==> config.mk <==
export PLATFORM = sky130hd
export DESIGN_NAME = sa_tile_sequencer
export DESIGN_NICKNAME = d
export VERILOG_FILES = /design/src/rtl/sa_tile_sequencer.sv
export SDC_FILE = /design/constraint.sdc
export NUM_CORES = 1
export LEC_CHECK = 0
export CELL_PAD_IN_SITES_DETAIL_PLACEMENT = 1
export CELL_PAD_IN_SITES_GLOBAL_PLACEMENT = 1
export CORE_ASPECT_RATIO = 0.75
export CORE_MARGIN = 1.5
export CORE_UTILIZATION = 40
export CTS_CLUSTER_SIZE = 8
export DETAILED_ROUTE_END_ITERATION = 12
export GPL_TIMING_DRIVEN = 0
export PLACE_DENSITY_LB_ADDON = 0.1
export SLEW_MARGIN = 5
export SYNTH_ARGS = -nofsm -noshare
export SYNTH_HDL_FRONTEND = slang
export SYNTH_SLANG_ARGS = --single-unit
==> constraint.sdc <==
create_clock -name clk -period 4.3 [get_ports clk]
set_input_delay 0.43 -clock clk [delete_from_list [all_inputs] [get_ports clk]]
set_output_delay 0.43 -clock clk [all_outputs]
set_load 0.01 [all_outputs]
==> src/rtl/sa_tile_sequencer.sv <==
// rtl/sa_tile_sequencer.sv - weight-stationary tile-pass sequencer for the FP6 systolic array
// Optional SA_SEQ_META_EN adds the N:M sparsity metadata read/valid ports.
module sa_tile_sequencer #(
    parameter int NUM_REGS     = 8,
    parameter int NUM_REG_ROWS = 16,
    parameter int X            = 3,
    parameter int Y            = 3,
    parameter int SA_LAT       = 5
) (
    input  logic                            clk,
    input  logic                            rst_n,
    input  logic                            cmd_valid,
    output logic                            cmd_ready,
    input  logic [$clog2(NUM_REGS)-1:0]     cmd_act_reg,
    input  logic [$clog2(NUM_REGS)-1:0]     cmd_wgt_reg,
    input  logic [$clog2(NUM_REGS)-1:0]     cmd_dst_reg,
    input  logic [$clog2(NUM_REG_ROWS):0]   cmd_k,
    output logic                            rf_rd_en,
    output logic [$clog2(NUM_REGS)-1:0]     rf_rd_reg,
    output logic [$clog2(NUM_REG_ROWS)-1:0] rf_rd_row,
    output logic                            sa_wload,
    output logic                            sa_acc_clr,
    output logic [X-1:0]                    sa_act_vld,
    output logic                            rf_wr_en,
    output logic [$clog2(NUM_REGS)-1:0]     rf_wr_reg,
    output logic [$clog2(NUM_REG_ROWS)-1:0] rf_wr_row,
`ifdef SA_SEQ_META_EN
    output logic                            meta_rd_en,
    output logic [$clog2(NUM_REG_ROWS)-1:0] meta_rd_row,
    output logic [X-1:0]                    sa_meta_vld,
`endif
    output logic                            busy,
    output logic                            done,
    output logic                            err
);
    localparam int GW = $clog2(NUM_REGS);
    localparam int RW = $clog2(NUM_REG_ROWS);
    localparam int KW = RW + 1;

    typedef enum logic [2:0] {S_IDLE, S_LOAD_W, S_STREAM, S_DRAIN, S_DONE} state_t;

    state_t          r_state, w_next;
    logic [GW-1:0]   r_act, r_wgt, r_dst;
    logic [KW-1:0]   r_k;
    logic            r_err;
    logic [RW-1:0]   r_cnt;
    logic            r_wload;
    logic [X-1:0]    r_skew;
    logic [RW-1:0]   r_act_row;
    logic            r_wr_v   [SA_LAT];
    logic [RW-1:0]   r_wr_row [SA_LAT];

    logic w_accept, w_illegal, w_load_last, w_stream_last, w_last_wr, w_act_rd;

    assign w_accept      = cmd_valid && (r_state == S_IDLE);
    assign w_illegal     = (cmd_k == '0) || (cmd_k > KW'(NUM_REG_ROWS));
    assign w_load_last   = (r_cnt == RW'(Y - 1));
    assign w_stream_last = ({1'b0, r_cnt} == r_k - KW'(1));
    // Completion is keyed on the last row leaving the write-back delay line.
    assign w_last_wr     = r_wr_v[SA_LAT-1] && ({1'b0, r_wr_row[SA_LAT-1]} == r_k - KW'(1));
    assign w_act_rd      = (r_state == S_STREAM);

    always_ff @(posedge clk or negedge rst_n) begin
        if (!rst_n) begin
            r_state <= S_IDLE;
        end else begin
            r_state <= w_next;
        end
    end

    always_comb begin
        w_next = r_state;
        case (r_state)
            S_IDLE:   if (w_accept) w_next = w_illegal ? S_DONE : S_LOAD_W;
            S_LOAD_W: if (w_load_last) w_next = S_STREAM;
            S_STREAM: if (w_stream_last) w_next = S_DRAIN;
            S_DRAIN:  if (w_last_wr) w_next = S_DONE;
            S_DONE:   w_next = S_IDLE;
            default:  w_next = S_IDLE;
        endcase
    end

    always_comb begin
        cmd_ready  = (r_state == S_IDLE);
        busy       = (r_state != S_IDLE);
        rf_rd_en   = (r_state == S_LOAD_W) || (r_state == S_STREAM);
        rf_rd_reg  = (r_state == S_STREAM) ? r_act : r_wgt;
        rf_rd_row  = r_cnt;
        sa_acc_clr = (r_state == S_STREAM) && (r_cnt == '0);
        done       = (r_state == S_DONE);
        err        = (r_state == S_DONE) && r_err;
    end

    always_ff @(posedge clk or negedge rst_n) begin
        if (!rst_n) begin
            r_act <= '0;
            r_wgt <= '0;
            r_dst <= '0;
            r_k   <= '0;
            r_err <= 1'b0;
            r_cnt <= '0;
        end else begin
            if (w_accept) begin
                r_act <= cmd_act_reg;
                r_wgt <= cmd_wgt_reg;
                r_dst <= cmd_dst_reg;
                r_k   <= cmd_k;
                r_err <= w_illegal;
            end
            if (r_state == S_LOAD_W) begin
                r_cnt <= w_load_last ? '0 : r_cnt + RW'(1);
            end else if (r_state == S_STREAM) begin
                r_cnt <= r_cnt + RW'(1);
            end else begin
                r_cnt <= '0;
            end
        end
    end

    // Read data lands one cycle after the strobe, so weight latch and row valids trail by one.
    always_ff @(posedge clk or negedge rst_n) begin
        if (!rst_n) begin
            r_wload   <= 1'b0;
            r_skew    <= '0;
            r_act_row <= '0;
            for (int i = 0; i < SA_LAT; i++) begin
                r_wr_v[i]   <= 1'b0;
                r_wr_row[i] <= '0;
            end
        end else begin
            r_wload   <= (r_state == S_LOAD_W);
            r_skew[0] <= w_act_rd;
            for (int i = 1; i < X; i++) begin
                r_skew[i] <= r_skew[i-1];
            end
            r_act_row   <= r_cnt;
            r_wr_v[0]   <= r_skew[0];
            r_wr_row[0] <= r_act_row;
            for (int i = 1; i < SA_LAT; i++) begin
                r_wr_v[i]   <= r_wr_v[i-1];
                r_wr_row[i] <= r_wr_row[i-1];
            end
        end
    end

    assign sa_wload   = r_wload;
    assign sa_act_vld = r_skew;
    assign rf_wr_en   = r_wr_v[SA_LAT-1];
    assign rf_wr_row  = r_wr_row[SA_LAT-1];
    assign rf_wr_reg  = r_dst;

`ifdef SA_SEQ_META_EN
    assign meta_rd_en  = w_act_rd;
    assign meta_rd_row = r_cnt;
    assign sa_meta_vld = r_skew;
`endif
endmodule

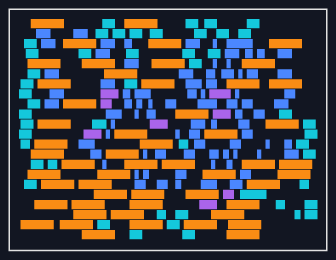
**Above:** run 1 (placement by cell class).
| colour | class | cells | share of their area |
|---|---|---|---|
| purple | clock drivers and dummy loads | 8 | 4.0% |
| cyan | other buffers and delay cells | 49 | 19% |
| blue | combinational and other logic | 81 | 26% |
| orange | flops | 53 | 52% |

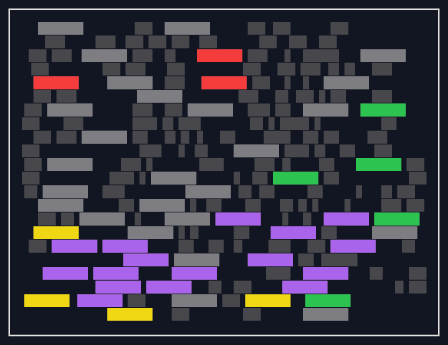
**Above:** run 1 (sequential cells grouped by signal name).
Other sequential cells in the stronger grey, the rest of the logic in the fainter grey.
| colour | signal | flops |
|---|---|---|
| red | rf_wr_reg | 3 |
| yellow | r_act_row | 4 |
| green | r_k | 5 |
| purple | r_wr_row | 16 |

==> impl_metrics.ini, run 1 <==
; implementation run metrics
[status]
outcome = finished with violations
violations = design-rule violations

[timing]
period_minus_slack_ns = 2.65
hold_slack_ns = 0.0646

[route]
post-route-drc-count = 1
drt_iter0_drc = 45

[die]
initCoreUtil_pct = 41.6
coreArea_um2 = 4900

[layout]
sh_comb_area_pct = 24.0
bufAreaShareNonClock_pct = 18.2
layout.cells.most_common = dfrtp_1
num-clock-buffers = 5
comb_cells = 75

[power]
power_density_nw_per_um2 = 659
irDropWorstVdd_mv = 0.339
power_mw = 1.74
seq_power_mw = 0.779
maxPowerGroup = sequential cells
pg_clk_mw = 0.304

[placed_design]
dp_hpwl_mm = 2.91

[logic_synthesis]
ys_area_um2 = 2040
compound_area_share_pct = 4.17
ys_cells = 141
xor_area_share_pct = 6.44
synthMostInstantiatedCell = dfrtp_1
area_leaders = dfrtp_1, mux2_2, xor2_1
yosysWarnings = 0
syn_avg_cell_area_um2 = 14.5

[global_route]
grt_max_degree = 36
busiest_layer = met2

[worst_setup_path]
crit_buf_inv = 1
rrSetupSlack_ns = 2.29
worstSetupStartpoint = r_state[1]
max_stage_delay_ns = 0.54
crit_path_top_delay_cell = nor3b_2

[cts]
cts_resized = 0
clock_path_buffers = 2
cts_htree_levels = 2
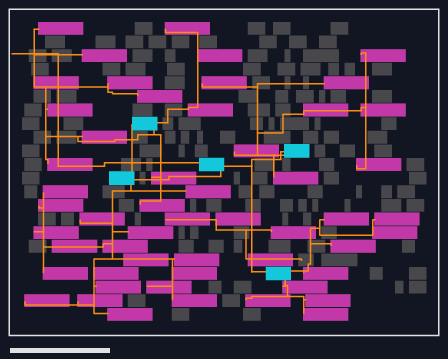
**Above:** run 1 (clock distribution).
The bar under the picture is 20 um long.
[cyan] clock drivers | count: 5
[orange] clock wires | length: 628 um
[magenta] flip-flops | count: 53
flops lie: widely spread

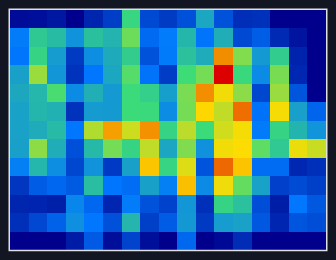
**Above:** run 1 (wiring heat map).
17 x 13 tiles, from dark blue (low) to red (high), scaled to the fullest tile. Values are wire area over tile area, all layers added.
mean over tiles: 0.11
fullest tile: 0.35
tiles over half the peak: 20%
nearly empty tiles: 8.1%
GRT Overall Usage: 16.9%
routed length per placed instance: 16.2 um
final wirelength: 4.07 mm

--- run 2 (diff from run 1) ---
CORE_UTILIZATION = 37   (was 40)
clock period = 2.2 ns   (was 4.3 ns; I/O delays follow)
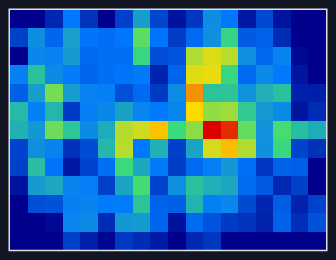
**Above:** run 2 (wiring heat map).
18 x 13 tiles, from dark blue (low) to red (high), scaled to the fullest tile. Values are wire area over tile area, all layers added.
densest ninth of the die: centre
tiles over half the peak: 11%
emptiest ninth of the die: south-east
fullest tile: 0.40

==> run 2 against run 1 <==
Against the previous run:
- total power up 97%
- via count up 0.57%
- largest cell class unchanged
- critical path depth up 1
- clock skew up 0.0043 ns
- non-clock buffer count up 6
- clock-buffer cell count unchanged
- the run now ends clean
- die area up 7.8%
- critical path type unchanged
==> impl_metrics.ini, run 2 <==
; implementation run metrics
[logic_synthesis]
xor_area_share_pct = 6.44
yosysWarnings = 0
ys_area_um2 = 2040
area_leaders = dfrtp_1, mux2_2, xor2_1

[global_route]
busiest_layer = met2
grt_usage_pct = 15.1

[worst_setup_path]
crit_buf_inv = 2
crit_path_top_delay_cell = clkdlybuf4s50_1
rrSetupSlack_ns = 0.27

[layout]
layout.cells.most_common = dfrtp_1
sh_comb_area_pct = 23.5

[route]
post-route-drc-count = 0
finalWirelength_mm = 4.03
routedWlPerCell_um = 14.8

[power]
maxPowerGroup = sequential cells
power_mw = 3.44
seq_power_mw = 1.52

[status]
outcome = completed

[placed_design]
dp_hpwl_mm = 2.95

[die]
initCoreUtil_pct = 38.3
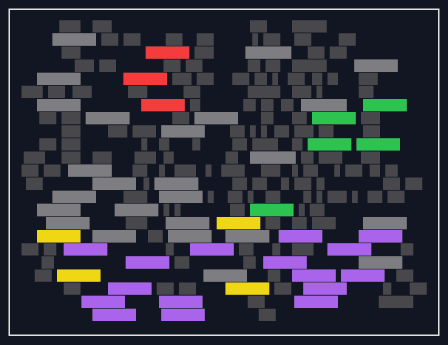
**Above:** run 2 (sequential cells grouped by signal name).
Other sequential cells in the stronger grey, the rest of the logic in the fainter grey.
| colour | signal | flops |
|---|---|---|
| yellow | r_act_row | 4 |
| purple | r_wr_row | 16 |
| green | r_k | 5 |
| red | rf_wr_reg | 3 |

No activity file was given, so power comes from the tool's default toggle rates.
